$ cat src/rtl/rx_cmd_parser.sv
// UART command parser: decodes write/read/ALU command byte streams into
// register-file and ALU pulses, and returns results over a TX byte handshake.
module rx_cmd_parser #(
  parameter int DATA_WIDTH = 8,
  parameter int ADDR_WIDTH = 4
) (
  input  logic                    CLK,
  input  logic                    RST,
  input  logic [DATA_WIDTH-1:0]   RX_P_DATA,
  input  logic                    RX_D_VLD,
  input  logic [DATA_WIDTH-1:0]   RF_RD_DATA,
  input  logic                    RF_RD_DATA_VLD,
  input  logic [2*DATA_WIDTH-1:0] ALU_OUT,
  input  logic                    ALU_OUT_VLD,
  input  logic                    TX_BUSY,
  output logic [ADDR_WIDTH-1:0]   RF_ADDR,
  output logic [DATA_WIDTH-1:0]   RF_WR_DATA,
  output logic                    RF_WR_EN,
  output logic                    RF_RD_EN,
  output logic [3:0]              ALU_FUN,
  output logic                    ALU_EN,
  output logic [DATA_WIDTH-1:0]   TX_P_DATA,
  output logic                    TX_D_VLD,
  output logic                    CMD_ERR
);

  typedef enum logic [3:0] {
    IDLE, WR_ADDR, WR_DATA, RD_ADDR, RD_WAIT, OP_A, OP_B,
    FUN, ALU_WAIT, TX_LO, TX_HI, TX_RD
  } state_t;

  state_t                  state_q, state_d;
  logic [ADDR_WIDTH-1:0]   addr_q, addr_d;
  logic [DATA_WIDTH-1:0]   wr_data_q, wr_data_d;
  logic [DATA_WIDTH-1:0]   rd_data_q, rd_data_d;
  logic [2*DATA_WIDTH-1:0] alu_res_q, alu_res_d;
  logic [3:0]              alu_fun_q, alu_fun_d;
  logic                    rf_wr_en_q, rf_wr_en_d;
  logic                    rf_rd_en_q, rf_rd_en_d;
  logic                    alu_en_q, alu_en_d;
  logic                    cmd_err_q, cmd_err_d;
  logic                    tx_vld_q, tx_vld_d;
  logic [DATA_WIDTH-1:0]   tx_data_q, tx_data_d;
  logic [DATA_WIDTH-1:0]   tx_byte;
  state_t                  tx_next;

  always_ff @(posedge CLK) begin
    if (RST) begin
      state_q    <= IDLE;
      addr_q     <= '0;
      wr_data_q  <= '0;
      rd_data_q  <= '0;
      alu_res_q  <= '0;
      alu_fun_q  <= '0;
      rf_wr_en_q <= 1'b0;
      rf_rd_en_q <= 1'b0;
      alu_en_q   <= 1'b0;
      cmd_err_q  <= 1'b0;
      tx_vld_q   <= 1'b0;
      tx_data_q  <= '0;
    end else begin
      state_q    <= state_d;
      addr_q     <= addr_d;
      wr_data_q  <= wr_data_d;
      rd_data_q  <= rd_data_d;
      alu_res_q  <= alu_res_d;
      alu_fun_q  <= alu_fun_d;
      rf_wr_en_q <= rf_wr_en_d;
      rf_rd_en_q <= rf_rd_en_d;
      alu_en_q   <= alu_en_d;
      cmd_err_q  <= cmd_err_d;
      tx_vld_q   <= tx_vld_d;
      tx_data_q  <= tx_data_d;
    end
  end

  // Byte and successor for whichever TX state is active.
  always_comb begin
    tx_byte = rd_data_q;
    tx_next = IDLE;
    if (state_q == TX_LO) begin
      tx_byte = alu_res_q[DATA_WIDTH-1:0];
      tx_next = TX_HI;
    end else if (state_q == TX_HI) begin
      tx_byte = alu_res_q[2*DATA_WIDTH-1:DATA_WIDTH];
    end
  end

  always_comb begin
    state_d    = state_q;
    addr_d     = addr_q;
    wr_data_d  = wr_data_q;
    rd_data_d  = rd_data_q;
    alu_res_d  = alu_res_q;
    alu_fun_d  = alu_fun_q;
    rf_wr_en_d = 1'b0;
    rf_rd_en_d = 1'b0;
    alu_en_d   = 1'b0;
    cmd_err_d  = 1'b0;
    tx_vld_d   = tx_vld_q;
    tx_data_d  = tx_data_q;
    unique case (state_q)
      IDLE: if (RX_D_VLD) begin
        case (RX_P_DATA)
          DATA_WIDTH'(8'hAA): state_d = WR_ADDR;
          DATA_WIDTH'(8'hBB): state_d = RD_ADDR;
          DATA_WIDTH'(8'hCC): state_d = OP_A;
          DATA_WIDTH'(8'hDD): state_d = FUN;
          default:            cmd_err_d = 1'b1;
        endcase
      end
      WR_ADDR: if (RX_D_VLD) begin
        addr_d  = ADDR_WIDTH'(RX_P_DATA);
        state_d = WR_DATA;
      end
      WR_DATA: if (RX_D_VLD) begin
        wr_data_d  = RX_P_DATA;
        rf_wr_en_d = 1'b1;
        state_d    = IDLE;
      end
      RD_ADDR: if (RX_D_VLD) begin
        addr_d     = ADDR_WIDTH'(RX_P_DATA);
        rf_rd_en_d = 1'b1;
        state_d    = RD_WAIT;
      end
      RD_WAIT: begin
        cmd_err_d = RX_D_VLD;
        if (RF_RD_DATA_VLD) begin
          rd_data_d = RF_RD_DATA;
          state_d   = TX_RD;
        end
      end
      OP_A: if (RX_D_VLD) begin
        addr_d     = '0;
        wr_data_d  = RX_P_DATA;
        rf_wr_en_d = 1'b1;
        state_d    = OP_B;
      end
      OP_B: if (RX_D_VLD) begin
        addr_d     = ADDR_WIDTH'(1);
        wr_data_d  = RX_P_DATA;
        rf_wr_en_d = 1'b1;
        state_d    = FUN;
      end
      FUN: if (RX_D_VLD) begin
        alu_fun_d = RX_P_DATA[3:0];
        alu_en_d  = 1'b1;
        state_d   = ALU_WAIT;
      end
      ALU_WAIT: begin
        cmd_err_d = RX_D_VLD;
        if (ALU_OUT_VLD) begin
          alu_res_d = ALU_OUT;
          state_d   = TX_LO;
        end
      end
      TX_LO, TX_HI, TX_RD: begin
        cmd_err_d = RX_D_VLD;
        // Present a byte only from a cycle with TX_D_VLD low and TX_BUSY low,
        // which guarantees an idle gap between consecutive bytes.
        if (tx_vld_q) begin
          if (!TX_BUSY) begin
            tx_vld_d = 1'b0;
            state_d  = tx_next;
          end
        end else if (!TX_BUSY) begin
          tx_vld_d  = 1'b1;
          tx_data_d = tx_byte;
        end
      end
      default: state_d = IDLE;
    endcase
  end

  assign RF_ADDR    = addr_q;
  assign RF_WR_DATA = wr_data_q;
  assign RF_WR_EN   = rf_wr_en_q;
  assign RF_RD_EN   = rf_rd_en_q;
  assign ALU_FUN    = alu_fun_q;
  assign ALU_EN     = alu_en_q;
  assign TX_P_DATA  = tx_data_q;
  assign TX_D_VLD   = tx_vld_q;
  assign CMD_ERR    = cmd_err_q;

endmodule

$ cat config.mk
export PLATFORM = sky130hd
export DESIGN_NAME = rx_cmd_parser
export DESIGN_NICKNAME = d
export VERILOG_FILES = /design/src/rtl/rx_cmd_parser.sv
export SDC_FILE = /design/constraint.sdc
export NUM_CORES = 1
export LEC_CHECK = 0
export CAP_MARGIN = 30
export CORE_MARGIN = 4
export CORE_UTILIZATION = 26
export CTS_BUF_LIST = sky130_fd_sc_hd__clkbuf_16
export DETAILED_ROUTE_END_ITERATION = 10
export PLACE_DENSITY = 0.59
export SKIP_CTS_REPAIR_TIMING = 1
export SKIP_LAST_GASP = 1
export SLEW_MARGIN = 20
export SYNTH_ARGS = -nofsm -noshare
export SYNTH_HDL_FRONTEND = slang
export SYNTH_SLANG_ARGS = --single-unit
$ cat constraint.sdc
create_clock -name CLK -period 2.5 [get_ports CLK]
set_input_delay 0.25 -clock CLK [delete_from_list [all_inputs] [get_ports CLK]]
set_output_delay 0.25 -clock CLK [all_outputs]
set_load 0.02 [all_outputs]
Fig. 1: run 1, routing congestion
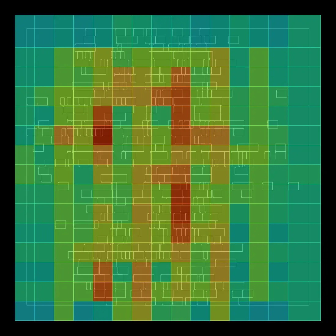
GR Util met3: 3.28%
final core occ: 36.8%
most used routing layer: met2
Total GRT Usage: 12.1%

Fig. 2: run 1, metal 1
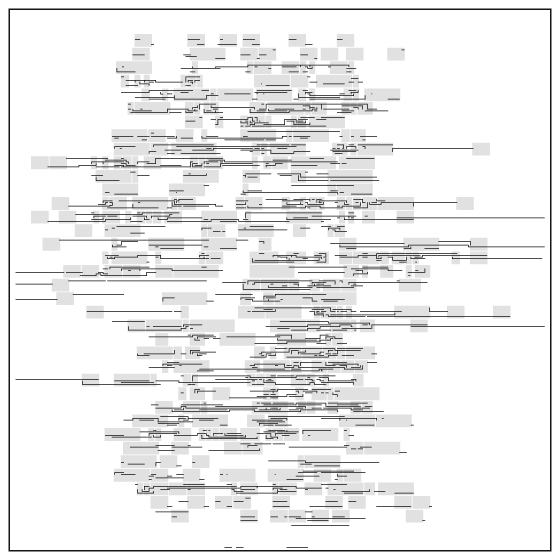
wire length on this layer: 3290 microns
share of all routed wire: 49%
nets with wire on the layer: 357

==> Changelog: implementation, run 1 <==
## Implementation

- Die H: 108 microns
- CP max stage delay: 660 ps
- Total Power: 2.10 mW
- Top Layout Cells: 65 x clkdlybuf4s50_1, 57 x dfxtp_1, 39 x nand2_1
- Register share after synthesis: 43.8%
- Top reg by flops: alu_res_q
- Design Area, Final: 3600 sq um
- Core area: 9770 sq um
- Setup crit end: state_q[2]$_SDFFE_PP0P_
- Hold Startpoint: RST
- Aoi share: 15.8%
- Status: finished clean
- Ant diodes: 0
- R2r worst-path depth: 4
- Cell count after synthesis: 282
- Drt pass-1 iters: 4
- Max reg flops: 16
- Combinational cell fraction of total power: 5.5%
- OpenROAD warning count: 26
- Final-layout clock buffer total: 9
- Register-to-register setup slack: 450 ps
- Power in the clock group: 1.07 mW
- Gate Area: 1310 sq um
- Worst flop-to-flop path endpoint: state_q[2]$_SDFFE_PP0P_
- Most frequent logic cell in the layout: clkdlybuf4s50_1
- Hold Slack: 439 ps
- WL met3: 328 microns
- Synth flops: 57
- Cell Chain, Critical Path: nor3b_1 -> mux2_2 -> a211o_2 -> mux2_4
- XOR-XNOR Cells, Area Fraction: 0.672%
- Source of the critical timing path: state_q[2]$_SDFFE_PP0P_
- Yosys simple share: 20.0%
- CP Max Fanout: 17
- Placed instance area: 3330 sq um
- Initial antenna violation count: 0
- Met2 Track Usage GR: 18.3%
- Grt total ovfl: 0
- Critical path buffers and inverters: 0
- Min Tclk post-route: 2050 ps
- Drt drc: 0
- Reg area: 1140 sq um
- RSZ-0062 raised after global routing: false
- Yosys stat area: 2600 sq um
- RePlAce Congestion: 0.751
- Seq pwr share: 43.6%
- Max_slew headroom: 54.4%
- Int Power: 1.64 mW
- Die Wd: 108 microns
- Port-buffer cells: 66
- Synth cell types: 47
- Comb pwr: 0.116 mW
- Syn_area_per_cell: 9.24 sq um
- Area growth syn-to-layout: 38.1%
- DP Worst Slack: 389 ps
- Crit Path Category: reg2reg
- Switching power total: 0.463 mW
- Final setup margin: 445 ps
- Max Slew Vio Count: 0
Fig. 3: run 1, cell sizes after repair
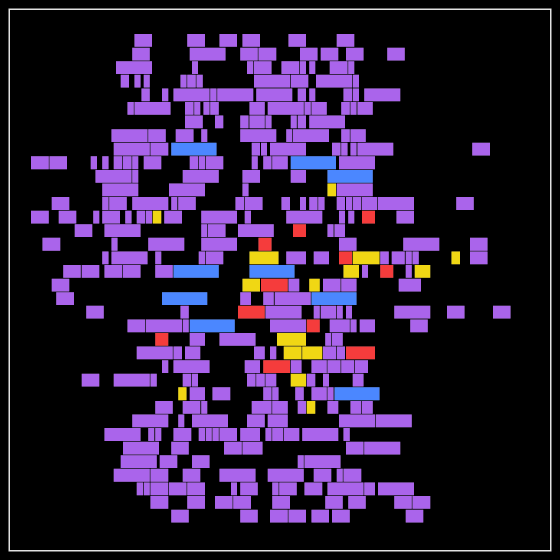
| color | size | cells | share |
|---|---|---|---|
| blue | _6 and larger | 9 | 2.6% |
| red | _3 and _4 cells | 11 | 3.1% |
| yellow | _2 cells | 15 | 4.3% |
| purple | _0 and _1 cells | 315 | 90% |

Fig. 4: run 1, signal wires on met2
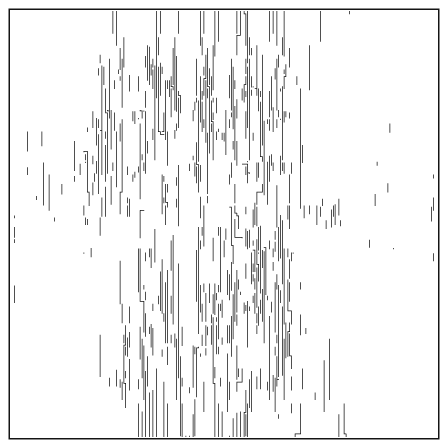

==> run 2, diff against run 1 <==
==> constraint.sdc (replaced) <==
create_clock -name CLK -period 2.1 [get_ports CLK]
set_input_delay 0.21 -clock CLK [delete_from_list [all_inputs] [get_ports CLK]]
set_output_delay 0.21 -clock CLK [all_outputs]
set_load 0.02 [all_outputs]
Fig. 5: run 2, signal wires on met2
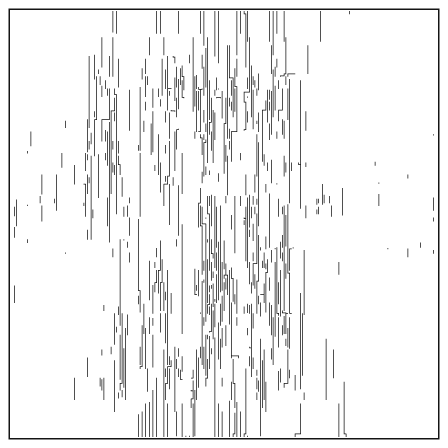
wire length on this layer: 3190 microns
main direction: vertical

==> Changelog: implementation, run 2 <==
## Implementation

- Status: finished clean
- Grt total ovfl: 0
- Seq_cells: 57
- Final setup margin: 250 ps
- Die H: 108 microns
- Top cells, area: dfxtp_1 44%, mux2i_1 11%, a21oi_1 6.1%
- DP Worst Slack: 49.6 ps
- Cell count after synthesis: 282
- Worst flop-to-flop path endpoint: state_q[1]$_SDFFE_PP0P_
- Setup crit end: state_q[1]$_SDFFE_PP0P_
- RePlAce Congestion: 0.772
- Placed instance area: 3400 sq um
- Critical path buffers and inverters: 0
- Setup TNS: 0 ps
- Non-Clock Inverter Count: 7
- Share of cells above drive strength 1: 12.0%
- M1 GR Usage: 16.2%
- Max Slew Vio Count: 0
- Clock sinks: 57
- Switching power total: 0.546 mW
- Comb pwr: 0.144 mW
- Yosys simple share: 20.0%
- Total Power: 2.62 mW
- Area growth syn-to-layout: 41.6%
- Max_slew headroom: 47.5%
- Design Area, Final: 3690 sq um
- Aoi share: 15.8%
- Final-layout clock buffer total: 9
- RSZ-0062 raised after global routing: false
- Final core occ: 37.7%
- Core area: 9770 sq um
- Crit Path Category: reg2reg
- Global-route wire length before repair: 11200 microns
- Die Wd: 108 microns
- Most used routing layer: met2
- WL met3: 322 microns
- Most frequent logic cell in the layout: clkdlybuf4s50_1
- Yosys stat area: 2600 sq um
- Port-buffer cells: 66
- Met2 Track Usage GR: 19.0%
- Placed cells: 476
- Gate Area: 1310 sq um
- OpenROAD warning count: 26
- Max Clock Skew: 5.11 ps
- Top Layout Cells: 65 x clkdlybuf4s50_1, 57 x dfxtp_1, 39 x nand2_1
- Drt drc: 0
- Final clock-cell share: 7.80%
- Combinational cell fraction of total power: 5.5%
- Hold Slack: 388 ps
- Initial antenna violation count: 0
- Register-to-register setup slack: 250 ps
- WHS Path Cells: 2
- Ant diodes: 0
- GR Util met3: 2.87%
- Drt pass-1 iters: 4
- Cell Chain, Critical Path: nor3b_1 -> mux2_2 -> a211o_2 -> mux2_4
- Peak VDD IR: 367 uV
- Final ANT Viol Nets: 0
- Critical Path AT: 2060 ps
- Share of the clock period used by the worst path: 88.1%
- Source of the critical timing path: state_q[2]$_SDFFE_PP0P_
- Min Tclk post-route: 1850 ps
- Yosys adder share: 0.480%
- Hold Startpoint: RST
- Seq pwr share: 41.5%
- Top reg by flops: alu_res_q
- Total GRT Usage: 12.2%
- Int Power: 2.07 mW
- Number of enable flip-flop cells: 0
- Slew @ Worst Pin: 786 ps
- Syn_area_per_cell: 9.24 sq um
- Most instantiated library cell after synthesis: dfxtp_1
- CP Max Fanout: 8
- Synth cell types: 47
- Register share after synthesis: 43.8%
- Syn Nets: 321
- XOR-XNOR Cells, Area Fraction: 0.672%
- CP max stage delay: 440 ps
- Power in the clock group: 1.39 mW
- Synth flops: 57
- R2r worst-path depth: 4
- Reg area: 1140 sq um
- Max reg flops: 16
- Top sig layer: met4
Fig. 6: run 2, metal 1
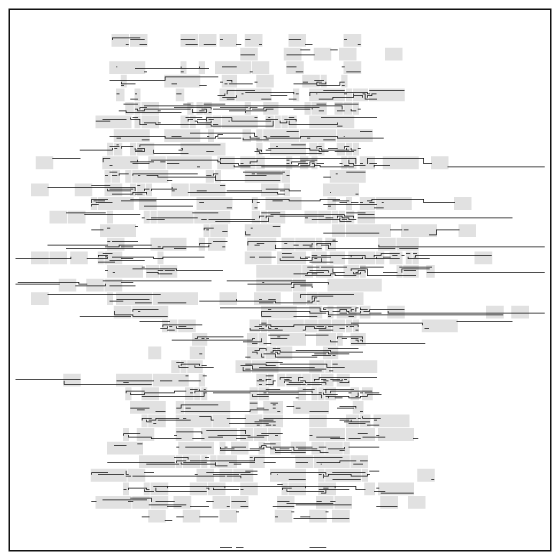
wire length on this layer: 3200 microns
longest straight run: 40.5 microns
share of all routed wire: 47%
main direction: horizontal

Power figures rest on the tool's default switching activity, not on a simulated workload.
